Design button_debounce_fsm, sky130hd; sources not shown.
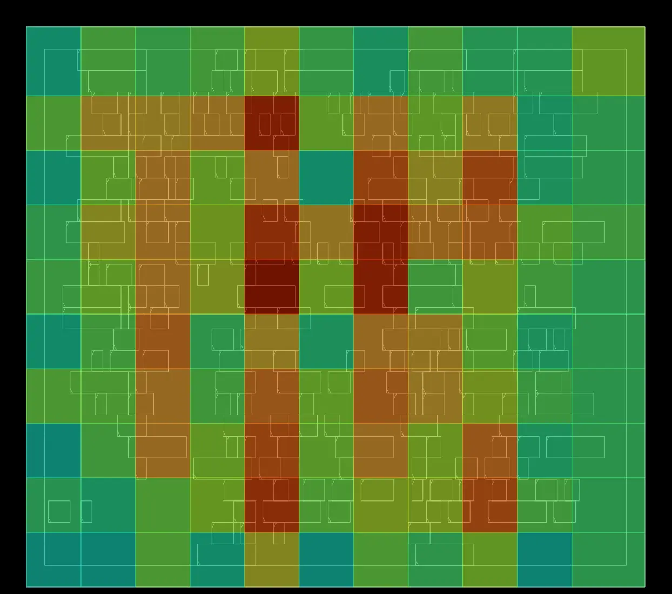
final_congestion.png
post-detailed-route wirelength per cell: 18.17 um
global route hottest layer: met2
total global-route track usage: 18.91%

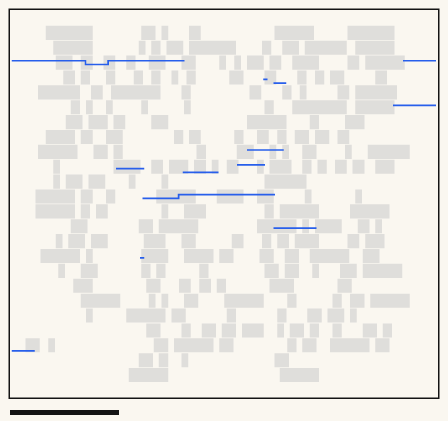
met3.png
Bar = 20 um. Cells faint in the background.
The longest straight run is 17.5 um. The wires run mostly horizontal. The layer carries 107 um of wire. The layer holds 2.1% of the routed length. 7 nets have wire on it.
wire length after detailed routing: 4.998 mm
met3 capacity usage during global routing: 4.719%
count of vias placed by the detailed router: 1,616

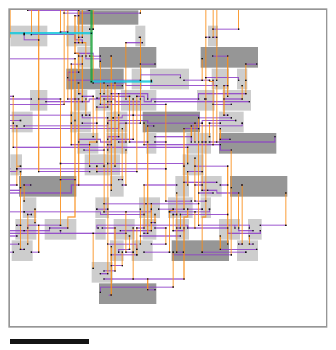
zoom.png
Bar = 10 um. Window x 38 to 78, y 0 to 40 um. Cells in gray, sequential cells in the stronger gray; small squares are vias.
Key: met1 = purple; met2 = orange; met3 = cyan; met4 = green
57 logic cells have their middle in the window. Sequential cells in the window: 10. Most frequent: dfxtp_1 (9).

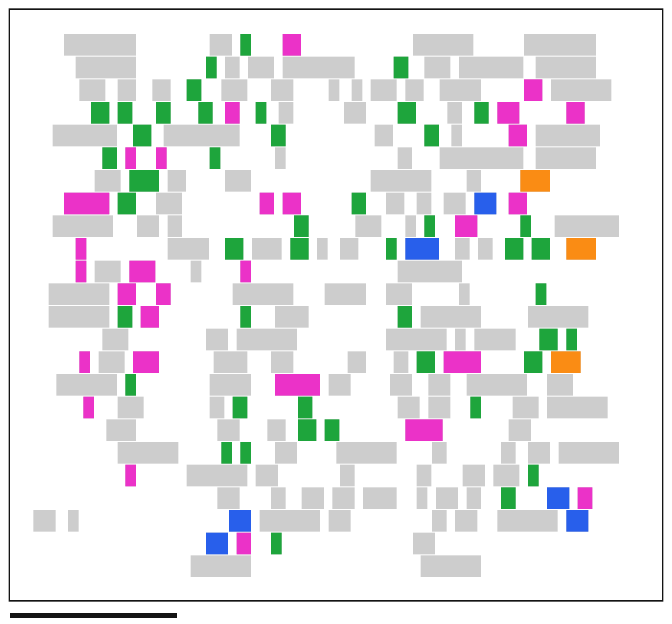
gate_families.png
Bar = 20 um.
Key: multiplexers = orange [cells 3, most used mux2i_1]; NAND gates = green [cells 46, most used nand3_1]; AND-OR and OR-AND gates = blue [cells 6, most used o21a_1]; NOR gates = magenta [cells 29, most used nor2_1]
multi-input logic portion of the cell area: 52.13%
final cell count without fillers: 275
leading cell type in the layout, fill and taps excluded: dfxtp_1

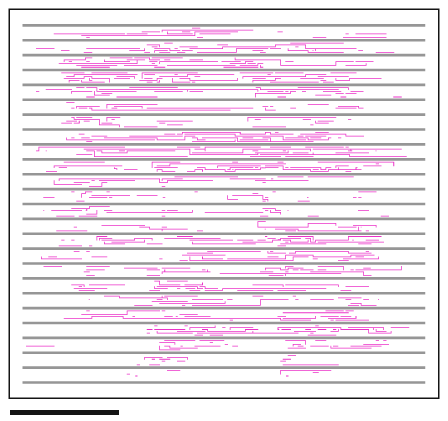
met1.png
Bar = 20 um. Supply wires on this layer in gray.
203 nets have wire on it. The wires run mostly horizontal. The layer holds 50% of the routed length. The layer carries 2,520 um of wire.
global routing usage on met1: 25.43%

==> results.txt <==
Results of the flow run.

The flow ran to the end, and the final reports show no timing, DRC or antenna violations. Across all hold checks on the routed design, the worst slack comes to 25.92 ps. Per the detailed placement report, the placed cell area equals 1768 um^2. The synthesis stats list as the most numerous cell dfxtp_1. The TritonCTS buffer count stands at 5. The critical path data arrival time stands at 2060 ps. The combined flip-flop and latch cell area stands at ~680 um^2. The x dimension of the die stands at 78.24 um.

The reported max-cap violation count stands at 0. Per the Yosys statistics, synthesis produced roughly 200 cells. The first-pass GRT wire length stands at 8.259 mm. According to the floorplan report, the total die area is 5541 um^2. For this design, the slowest cell found on the critical path is or3_4. In the final run the clock tree shows a worst skew of 7.774 ps. The final max-slew violation count stands at 0.

The average footprint of a synthesized cell stands at 8.391 um^2. The synthesized cell area stands at 1687 um^2. The worst setup path is captured at a register. In the Yosys stats the netlist draws on 40 distinct library cells. For this run, the slowest stage of the critical path takes 400 ps. The worst setup path is of the reg2reg kind.

Once detail routing completed, the nets flagged for antenna violations numbered 0. Looking at the worst setup and hold paths, the clock pins of their registers show a slew of 70 ps. Setup repair after global routing could not meet its margin everywhere. The number of cells on the worst reg-to-reg path is 6.

For this configuration, the core starts out at a cell density of 35.10%. Entering global routing, the biggest net connects 11 pins. The remaining design rule violation count stands at 0. The XOR/XNOR share of the synthesized area stands at approximately 4.2%.

Traced cell by cell, the critical path runs through buf_4 > nand4_1 > or3_4 > buf_6 > or4_1 > a21oi_1. The share of layout cells above drive strength 1 stands at 17.62%. The script extracted a total leakage power of 0.5924 nW. The required time at the worst endpoint is listed as approximately 2100 ps. Global routing finished with a remaining overflow of 0. The clock network latency to the later pin of the worst-skew pair stands at 290 ps. The clock H-tree reported by CTS has 2 levels. In the final layout, the multi-input gates occupy 1026 um^2. STA lists the maximum fanout along the critical path as 10. During I/O placement, the number of pins put on the boundary was 7. The die boundary height stands at 70.82 um.

Per the detail_route report, vias per standard cell equal 5.876. The number of antenna violations at the first check in global routing came to 0. The area share of the largest cell type after synthesis stands at about two fifths. The post-synthesis async set-or-reset flop share stands at 0%. The number of enable flip-flop cells stands at 0. The cell-mix breakdown from Yosys lists the adder-cell area share as less than 1%. After synthesis, the largest family of logic cells by area is simple AND/OR/NAND/NOR gates. The post-synthesis sequential area ratio stands at 39.17%. The script computed a power per unit cell area of 645.4 nW/um^2. STA reports the tightest min-delay check as being of type in2reg. For this run, the post-layout net count is around 210. The synthesis-stage register bit count stands at 33. The repair_antennas step left the layout with diodes totalling 0. The maximum VDD drop stands at 0.3281 mV. The register with the most flip-flops in the layout has 26 of them. The layout stage reports a final design area of 1968 um^2. For reference, the mux area share after synthesis is 1.780%. The aoi/oai-family share of the synthesized area stands at 16.02%.

No sink is reached through more buffers than the 2 on the longest clock path. The via count of the first global-routing pass stands at 1,660. The final report lists the setup-violating endpoint count as 0. The total cell area reported by yosys after synthesis stands at 1687 um^2. The core area stands at approximately 4800 um^2. The part of the cycle the worst path needs stands at 96.89%.

The count of standard-cell rows stands at 24. The number of cells on the worst hold path is listed as 1. The clock period could shrink to 1841 ps. The post-synthesis cell count stands at ~200. After routing, the total negative slack on setup checks comes to 0 ps. The area fraction in and, or, nand and nor cells after synthesis stands at 33.38%. Per the synthesis report, the dominant area consumer among library cells is dfxtp_1. Looking at the cell usage after synthesis, the top flip-flop cell is dfxtp_1.

The synthesis run shows the most used standard cells to be 33 x dfxtp_1, 18 x nand3_1, 16 x nand2_1, 11 x a21oi_1. The worst setup path is launched from a register. The detailed-routing iteration count for the pre-antenna-repair pass stands at 4. The violation count after the first detailed-route iteration stands at 52. The relative slew slack stands at around 63%.

The area added between synthesis and finish stands at 16.69%. The overall power stands at 1.270 mW. After its last routability iteration, the placer logged a weighted congestion of 0.8065. Counting every net in the synthesized netlist gives 205.

The tally of filler cells in the layout stands at 579. TritonCTS built the clock tree. The timing report gives the worst reg2reg path a setup slack of 60 ps. The maximum clock frequency stands at roughly 540 MHz. The HPWL after detailed placement is 3.547 mm. In the final report, the number of hold violations comes to 0. The pin closest to its max-slew limit shows a slew of 558.5 ps.
-- repair_timing --
item,CTS,global route
gates cloned,0,0
hold buffers,0,0
resized,16,14
buffers inserted,2,2
pin swaps,2,1
setup endpoints to repair,27,25
-- routing by layer --
| layer | track usage [%] | routed length, um | vias up |
|---|---|---|---|
| met3 | 4.719 | 106 | 10 |
| met1 | 25.43 | 2520 | 817 |
| met2 | 29.41 | 2292 | 13 |
| met5 | 0 | 0 | - |
| met4 | 7.212 | 78 | 0 |
| li1 | - | - | 776 |
-- critical path: cells and delay by family, from the launching register on --
kind | cells | cell delay, ps
buf+inv | 2 | 280
flops | 1 | 370
simple gates | 3 | 960
compound gates | 1 | 170
-- power breakdown --
group	internal (mW)	switching, mW	leakage, nW
combinational	0.0139	0.0344	0.276
clock	0.254	0.268	0.0450
sequential	0.692	0.00752	0.271
total	0.960	0.310	0.592
-- stage by stage --
stage	util (%)	worst slack [ps]	std cells
CTS	39.97	-6.170	275
global placement	36.80	-257.3	266
global route	40.96	-90.31	275
detailed placement	36.80	-261.5	266
floorplan	-	73.55	201
finish	40.96	59.02	275
-- cell type report --
class	instances	share of cell area (%)
tap	65	4.132
clock inverter	2	0.5086
multi-input combinational	151	52.13
buffer	9	2.606
sequential	33	34.46
clock buffer	6	3.687
inverter	5	0.9536
timing repair buffer	4	1.526
-- cells by family after synthesis --
family,after synthesis
fa+ha+maj,1
simple gates,98
compound gates,40
flops,33
mux,3
other cells,1
xor+xnor,8
buf+inv,17
-- placed cells by master, fill, tap and decap left out, drive strengths merged, types with 4 or more instances in the layout --
cell type and n:
dfxtp 33, nand3 18, nand2 16, a21oi 11, clkbuf 11, or4 9, nand4 8, o31ai 8
nor2 8, buf 8, xnor2 7, nor4 7, and3 5, inv 5, nor3 5, o21ai 5
nand2b 4, o21a 4, o311ai 4, and4 4, nor4b 4
No activity file was given, so power comes from the tool's default toggle rates.
